$ cat config.mk
export PLATFORM = sky130hd
export DESIGN_NAME = fpu_mult_stream
export DESIGN_NICKNAME = d
export VERILOG_FILES = /design/src/rtl/fpu_pkg.sv /design/src/rtl/fpu_mult_round.sv /design/src/rtl/fpu_mult_stream.sv
export SDC_FILE = /design/constraint.sdc
export NUM_CORES = 1
export LEC_CHECK = 0
export CORE_MARGIN = 3
export CORE_UTILIZATION = 50
export DETAILED_ROUTE_END_ITERATION = 7
export GPL_ROUTABILITY_DRIVEN = 0
export HOLD_SLACK_MARGIN = 0.1
export PLACE_DENSITY = 0.69
export SETUP_SLACK_MARGIN = 0.5
export SLEW_MARGIN = 10
export SYNTH_ARGS = -nofsm -noshare
export SYNTH_HDL_FRONTEND = slang
export SYNTH_SLANG_ARGS = --single-unit
$ cat constraint.sdc
create_clock -name clk -period 6.31 [get_ports clk]
set_clock_uncertainty 0.05 [all_clocks]
set_input_delay 1.5775 -clock clk [delete_from_list [all_inputs] [get_ports clk]]
set_output_delay 1.5775 -clock clk [all_outputs]
set_load 0.01 [all_outputs]
$ cat src/rtl/fpu_pkg.sv
// Shared constants, operand classes and format helpers for the streaming FP multiplier.
// Optional flags output of fpu_mult_stream is enabled by defining FPU_MULT_FLAGS_EN.
package fpu_pkg;

    localparam logic RND_RNE = 1'b0;
    localparam logic RND_RTZ = 1'b1;

    typedef enum logic [2:0] {
        CLS_ZERO,
        CLS_SUB,
        CLS_NORM,
        CLS_INF,
        CLS_NAN
    } fp_class_e;

    // What the product resolves to once both operand classes are known.
    typedef enum logic [1:0] {
        KIND_NUM,
        KIND_ZERO,
        KIND_INF,
        KIND_NAN
    } res_kind_e;

    localparam int FLAG_INVALID   = 3;
    localparam int FLAG_OVERFLOW  = 2;
    localparam int FLAG_UNDERFLOW = 1;
    localparam int FLAG_INEXACT   = 0;

    function automatic int unsigned fp_bias(input int unsigned exp_w);
        return (32'd1 << (exp_w - 1)) - 32'd1;
    endfunction

    // Encodings are returned in the low bits of a 64-bit word; callers slice to width.
    function automatic logic [63:0] fp_qnan(input int unsigned exp_w, input int unsigned man_w);
        return (((64'd1 << exp_w) - 64'd1) << man_w) | (64'd1 << (man_w - 1));
    endfunction

    function automatic logic [63:0] fp_max_finite(input int unsigned exp_w, input int unsigned man_w);
        return (((64'd1 << exp_w) - 64'd2) << man_w) | ((64'd1 << man_w) - 64'd1);
    endfunction

endpackage

$ cat src/rtl/fpu_mult_round.sv
// Combinational normalise, round, pack and special-case resolution for the multiplier's S3.
// Flag outputs exist only when FPU_MULT_FLAGS_EN is defined.
module fpu_mult_round
    import fpu_pkg::*;
#(
    parameter int EXP_W = 5,
    parameter int MAN_W = 10
) (
    input  logic                     sign_i,
    input  res_kind_e                kind_i,
    input  logic                     rnd_i,
    input  logic signed [EXP_W+1:0]  exp_i,
    input  logic [2*MAN_W+1:0]       prod_i,
`ifdef FPU_MULT_FLAGS_EN
    input  logic                     invalid_i,
    output logic [3:0]               flags_o,
`endif
    output logic [EXP_W+MAN_W:0]     result_o
);

    localparam int W  = EXP_W + MAN_W + 1;
    localparam int EW = EXP_W + 2;
    localparam int PW = 2 * MAN_W + 2;

    localparam logic [63:0]          QNAN64  = fp_qnan(EXP_W, MAN_W);
    localparam logic [63:0]          MAXF64  = fp_max_finite(EXP_W, MAN_W);
    localparam logic [W-1:0]         QNAN    = QNAN64[W-1:0];
    localparam logic [W-2:0]         MAXF    = MAXF64[W-2:0];
    localparam logic signed [EW-1:0] EXP_TOP = EW'((1 << EXP_W) - 1);
    localparam logic signed [EW-1:0] EXP_ONE = EW'(1);
    localparam logic signed [EW-1:0] EXP_NIL = EW'(0);

    function automatic logic rne_inc(input logic rnd, input logic g, input logic s, input logic lsb);
        return (rnd == RND_RNE) && g && (s || lsb);
    endfunction

    // Out-of-range magnitude: RNE saturates to infinity, RTZ to the largest finite value.
    function automatic logic [W-1:0] sat_value(input logic sign, input logic rnd);
        if (rnd == RND_RNE)
            return {sign, {EXP_W{1'b1}}, {MAN_W{1'b0}}};
        return {sign, MAXF};
    endfunction

    logic [PW-1:0]         norm;
    logic [MAN_W:0]        mant;
    logic [MAN_W+1:0]      mant_r;
    logic [MAN_W-1:0]      frac_r;
    logic                  guard, sticky, carry, ovf, unf;
    logic signed [EW-1:0]  exp_n, exp_r;

    always_comb begin
        norm   = prod_i[PW-1] ? prod_i : {prod_i[PW-2:0], 1'b0};
        mant   = norm[PW-1 -: MAN_W+1];
        guard  = norm[MAN_W];
        sticky = |norm[MAN_W-1:0];
        exp_n  = exp_i + (prod_i[PW-1] ? EXP_ONE : EXP_NIL);

        mant_r = {1'b0, mant} + {{(MAN_W+1){1'b0}}, rne_inc(rnd_i, guard, sticky, mant[0])};
        carry  = mant_r[MAN_W+1];
        frac_r = carry ? mant_r[MAN_W:1] : mant_r[MAN_W-1:0];
        exp_r  = exp_n + (carry ? EXP_ONE : EXP_NIL);

        ovf = (exp_r >= EXP_TOP);
        unf = (exp_r <= EXP_NIL);

        result_o = {sign_i, {(W-1){1'b0}}};
        case (kind_i)
            KIND_NAN:  result_o = QNAN;
            KIND_INF:  result_o = {sign_i, {EXP_W{1'b1}}, {MAN_W{1'b0}}};
            KIND_ZERO: result_o = {sign_i, {(W-1){1'b0}}};
            default: begin
                if (ovf)
                    result_o = sat_value(sign_i, rnd_i);
                else if (!unf)
                    result_o = {sign_i, exp_r[EXP_W-1:0], frac_r};
            end
        endcase
    end

`ifdef FPU_MULT_FLAGS_EN
    always_comb begin
        flags_o = '0;
        if (kind_i == KIND_NAN) begin
            flags_o[FLAG_INVALID] = invalid_i;
        end else if (kind_i == KIND_NUM) begin
            flags_o[FLAG_OVERFLOW]  = ovf;
            flags_o[FLAG_UNDERFLOW] = unf && !ovf;
            flags_o[FLAG_INEXACT]   = guard || sticky || ovf || unf;
        end
    end
`endif

endmodule

$ cat src/rtl/fpu_mult_stream.sv
// Streaming IEEE-style multiplier with valid/ready handshake, bubble collapsing and RNE/RTZ.
// Define FPU_MULT_FLAGS_EN to add out_flags {invalid, overflow, underflow, inexact}.
module fpu_mult_stream
    import fpu_pkg::*;
#(
    parameter int EXP_W  = 5,
    parameter int MAN_W  = 10,
    parameter int STAGES = 3
) (
    input  logic                  clk,
    input  logic                  rst,
    input  logic                  in_valid,
    output logic                  in_ready,
    input  logic [EXP_W+MAN_W:0]  in_a,
    input  logic [EXP_W+MAN_W:0]  in_b,
    input  logic                  in_rnd,
    output logic                  out_valid,
    input  logic                  out_ready,
`ifdef FPU_MULT_FLAGS_EN
    output logic [3:0]            out_flags,
`endif
    output logic [EXP_W+MAN_W:0]  out_result
);

    localparam int W  = EXP_W + MAN_W + 1;
    localparam int EW = EXP_W + 2;
    localparam int PW = 2 * MAN_W + 2;
    localparam logic signed [EW-1:0] BIAS = EW'(fp_bias(EXP_W));

    function automatic fp_class_e classify(input logic [W-1:0] x);
        if (x[W-2 -: EXP_W] == '0)
            return (x[MAN_W-1:0] == '0) ? CLS_ZERO : CLS_SUB;
        if (x[W-2 -: EXP_W] == '1)
            return (x[MAN_W-1:0] == '0) ? CLS_INF : CLS_NAN;
        return CLS_NORM;
    endfunction

    // inf*subnormal is still inf: the inf rule outranks flushing the subnormal.
    function automatic res_kind_e resolve_kind(input fp_class_e ca, input fp_class_e cb);
        if (ca == CLS_NAN || cb == CLS_NAN)
            return KIND_NAN;
        if ((ca == CLS_INF && cb == CLS_ZERO) || (cb == CLS_INF && ca == CLS_ZERO))
            return KIND_NAN;
        if (ca == CLS_INF || cb == CLS_INF)
            return KIND_INF;
        if (ca == CLS_NORM && cb == CLS_NORM)
            return KIND_NUM;
        return KIND_ZERO;
    endfunction

    logic [STAGES-1:0] adv, v_d, v_q;
    fp_class_e         cls_a, cls_b;

    logic                  sign_p0_d, sign_p0_q, rnd_p0_d, rnd_p0_q;
    res_kind_e             kind_p0_d, kind_p0_q;
    logic signed [EW-1:0]  exp_p0_d, exp_p0_q;
    logic [MAN_W:0]        man_a_p0_d, man_a_p0_q, man_b_p0_d, man_b_p0_q;

    logic                  sign_p1_d, sign_p1_q, rnd_p1_d, rnd_p1_q;
    res_kind_e             kind_p1_d, kind_p1_q;
    logic signed [EW-1:0]  exp_p1_d, exp_p1_q;
    logic [PW-1:0]         prod_p1_d, prod_p1_q;

    logic [W-1:0]          rnd_result;
    logic [W-1:0]          res_d [2:STAGES-1];
    logic [W-1:0]          res_q [2:STAGES-1];

`ifdef FPU_MULT_FLAGS_EN
    function automatic logic is_snan(input logic [W-1:0] x);
        return (x[W-2 -: EXP_W] == '1) && (x[MAN_W-1:0] != '0) && !x[MAN_W-1];
    endfunction

    logic                  invalid_p0_d, invalid_p0_q, invalid_p1_d, invalid_p1_q;
    logic [3:0]            rnd_flags;
    logic [3:0]            flags_d [2:STAGES-1];
    logic [3:0]            flags_q [2:STAGES-1];
`endif

    // A stage may advance when it is empty or anything downstream can drain.
    for (genvar k = 0; k < STAGES; k++) begin : g_adv
        assign adv[k] = out_ready || !(&v_q[STAGES-1:k]);
    end

    assign in_ready = adv[0];
    assign cls_a    = classify(in_a);
    assign cls_b    = classify(in_b);

    always_comb begin
        v_d[0] = adv[0] ? in_valid : v_q[0];
        for (int k = 1; k < STAGES; k++)
            v_d[k] = adv[k] ? v_q[k-1] : v_q[k];
    end

    // ---- S1: unpack, classify, sign and biased exponent sum ----
    always_comb begin
        sign_p0_d  = sign_p0_q;
        rnd_p0_d   = rnd_p0_q;
        kind_p0_d  = kind_p0_q;
        exp_p0_d   = exp_p0_q;
        man_a_p0_d = man_a_p0_q;
        man_b_p0_d = man_b_p0_q;
        if (in_valid && adv[0]) begin
            sign_p0_d  = in_a[W-1] ^ in_b[W-1];
            rnd_p0_d   = in_rnd;
            kind_p0_d  = resolve_kind(cls_a, cls_b);
            exp_p0_d   = $signed({2'b00, in_a[W-2 -: EXP_W]}) + $signed({2'b00, in_b[W-2 -: EXP_W]}) - BIAS;
            man_a_p0_d = {1'b1, in_a[MAN_W-1:0]};
            man_b_p0_d = {1'b1, in_b[MAN_W-1:0]};
        end
    end

    // ---- S2: significand product ----
    always_comb begin
        sign_p1_d = sign_p1_q;
        rnd_p1_d  = rnd_p1_q;
        kind_p1_d = kind_p1_q;
        exp_p1_d  = exp_p1_q;
        prod_p1_d = prod_p1_q;
        if (v_q[0] && adv[1]) begin
            sign_p1_d = sign_p0_q;
            rnd_p1_d  = rnd_p0_q;
            kind_p1_d = kind_p0_q;
            exp_p1_d  = exp_p0_q;
            prod_p1_d = {{(MAN_W+1){1'b0}}, man_a_p0_q} * {{(MAN_W+1){1'b0}}, man_b_p0_q};
        end
    end

    // ---- S3: normalise, round, pack; later stages are plain delay ----
    fpu_mult_round #(
        .EXP_W (EXP_W),
        .MAN_W (MAN_W)
    ) u_round (
        .sign_i    (sign_p1_q),
        .kind_i    (kind_p1_q),
        .rnd_i     (rnd_p1_q),
        .exp_i     (exp_p1_q),
        .prod_i    (prod_p1_q),
`ifdef FPU_MULT_FLAGS_EN
        .invalid_i (invalid_p1_q),
        .flags_o   (rnd_flags),
`endif
        .result_o  (rnd_result)
    );

    always_comb begin
        res_d = res_q;
        if (v_q[1] && adv[2])
            res_d[2] = rnd_result;
        for (int k = 3; k < STAGES; k++)
            if (v_q[k-1] && adv[k])
                res_d[k] = res_q[k-1];
    end

`ifdef FPU_MULT_FLAGS_EN
    always_comb begin
        invalid_p0_d = invalid_p0_q;
        invalid_p1_d = invalid_p1_q;
        flags_d      = flags_q;
        if (in_valid && adv[0])
            invalid_p0_d = is_snan(in_a) || is_snan(in_b) ||
                           (resolve_kind(cls_a, cls_b) == KIND_NAN && cls_a != CLS_NAN && cls_b != CLS_NAN);
        if (v_q[0] && adv[1])
            invalid_p1_d = invalid_p0_q;
        if (v_q[1] && adv[2])
            flags_d[2] = rnd_flags;
        for (int k = 3; k < STAGES; k++)
            if (v_q[k-1] && adv[k])
                flags_d[k] = flags_q[k-1];
    end

    always_ff @(posedge clk) begin
        invalid_p0_q <= invalid_p0_d;
        invalid_p1_q <= invalid_p1_d;
        flags_q      <= flags_d;
    end

    assign out_flags = v_q[STAGES-1] ? flags_q[STAGES-1] : 4'd0;
`endif

    always_ff @(posedge clk) begin
        if (rst)
            v_q <= '0;
        else
            v_q <= v_d;
    end

    always_ff @(posedge clk) begin
        sign_p0_q  <= sign_p0_d;
        rnd_p0_q   <= rnd_p0_d;
        kind_p0_q  <= kind_p0_d;
        exp_p0_q   <= exp_p0_d;
        man_a_p0_q <= man_a_p0_d;
        man_b_p0_q <= man_b_p0_d;
        sign_p1_q  <= sign_p1_d;
        rnd_p1_q   <= rnd_p1_d;
        kind_p1_q  <= kind_p1_d;
        exp_p1_q   <= exp_p1_d;
        prod_p1_q  <= prod_p1_d;
        res_q      <= res_d;
    end

    assign out_valid  = v_q[STAGES-1];
    assign out_result = v_q[STAGES-1] ? res_q[STAGES-1] : '0;

endmodule

**Sequential cells grouped by signal name**

Scale: 3 px per µm.
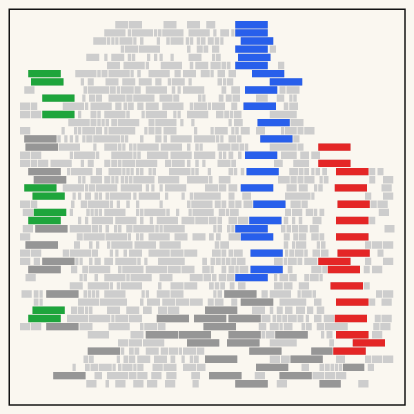
man_a_p0_q: marked green, sequential cells 10. prod_p1_q: marked blue, sequential cells 22. res_q: marked red, sequential cells 16.
Another 35 sequential cells are not colored.

**Nets reached from selected ports**

Scale: 3 px per µm.
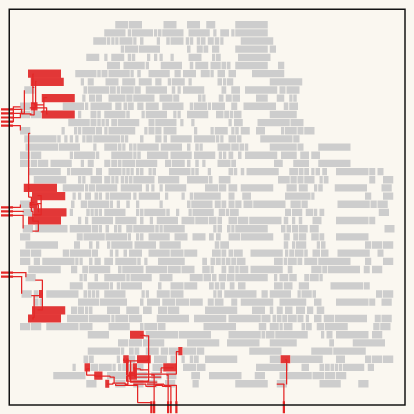
in_a: marked red, bits 16, direction input, edge 10 left, 6 bottom, end cells 24, buffers 16, wire 426 µm.
# IOs: 55
Port Buf Inserts: 54

==> flow_metrics.tcl <==
# flow metrics
set metrics [dict create \
    row_count 45 \
    edf_count 80 \
    nNonClkBuffers 55 \
    cts-buffers-inserted 9 \
    slowest_delay_ns 0.58 \
    fmax_ghz 0.1818 \
    fp_util 0.5132 \
    layout_top_cells "inv_1, fa_1, edfxtp_1" \
    slew_viol_final 0 \
    crit_slowest_cell "edfxtp_1" \
    dp_hpwl_mm 12.33 \
    critPathBufInv 4 \
    die_h_um 131.4 \
    first_pass_iters 6 \
    routed-via-count 5347 \
    holdPathStages 0 \
    power_leakage_nw 3.990 \
    syn_to_final_growth_pct 13.12 \
    via_per_inst 5.191 \
    logic_area_um2 4782 \
    gr-usage-all-layers 0.1856 \
    drc_errors 0 \
    area_share_clock_buf_inv 0.03391 \
    comb_cells 523 \
    critPathKind "flip-flop to flip-flop" \
    n_tap_cell 211 \
    synth_cells 774 \
    ff_type "edfxtp_1" \
    layout-drive-gt1-share 0.03419 \
    fin_nets 1004 \
    post-route-util 0.5806 \
    seq_area_um2 2462 \
    setup_ws_ns 0.8102 \
    h-tree-depth 3 \
    antenna_found_initial 0 \
    n_all_inverters 142 \
    power_mw 4.409 \
    wl_per_cell_um 14.63 \
    seq_share 0.2769 \
    vdd_drop_max_mv 0.3177 \
    clock_buffers 9 \
    finalSetupViolations 0 \
    crit_start "man_b_p0_q[9]" \
    reg_top3 "prod_p1_q: 22 flops, res_q: 16 flops" \
    outcome "completed" \
    largest_register_ffs 22 \
    regToRegSetupSlack_ns 0.81 \
    post_cts_buffers 0 \
    postSynthAreaPerCell_um2 10.16 \
    core-area_um2 15310 \
    path_depth 17 \
    top_register "prod_p1_q" \
    timing.rr.end "prod_p1_q[17]" \
    cp-end-kind "flip-flop" \
    arrival_ns 5.54 \
    holdWs_ns 0.3728 \
    yosys_warnings 0 \
]
**Clock nets**

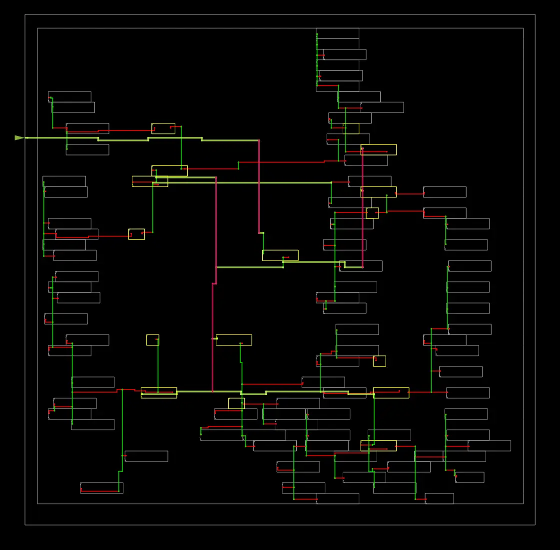
clk sinks: 83
Flops: 83
Clk. pwr: 0.532 mW

**Gate families picked out**

Scale: 4 px per µm.
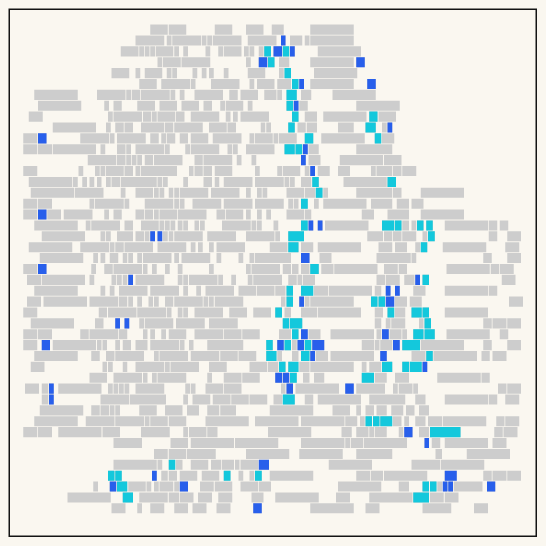
aoi and oai cells: marked cyan, cells 74, most used a21oi_1. nor cells: marked blue, cells 55, most used nor2_1, where all over the die.
multi-input combinational area share: 0.5379
most frequent logic cell in the layout: inv_1
final cell count without fillers: 1030

## where the power goes
group          switching, mW  total (mW)  internal, mW
combinational           1.64        2.92          1.27
clock                  0.251       0.532         0.281
sequential             0.105       0.958         0.854
total                   2.00        4.41          2.41
## kinds of logic after synthesis
| kind of cell | after synthesis | share of synthesized area |
|---|---|---|
| multiplexers | 11 | 0.01560 |
| XOR/XNOR | 29 | 0.03231 |
| AND-OR/OR-AND | 101 | 0.08533 |
| buffers and inverters | 168 | 0.08150 |
| flip-flops | 83 | 0.3133 |
| adder cells (fa/ha/maj) | 153 | 0.3219 |
| AND/OR/NAND/NOR | 229 | 0.1501 |
## metal layers
metal,wire [µm],global-route usage,up-vias
met5,0,0,-
met4,259,0.05601,0
met1,6693,0.2378,2562
met3,570,0.03522,21
met2,7543,0.3214,122
li1,-,-,2642
No activity file was given, so power comes from the tool's default toggle rates.
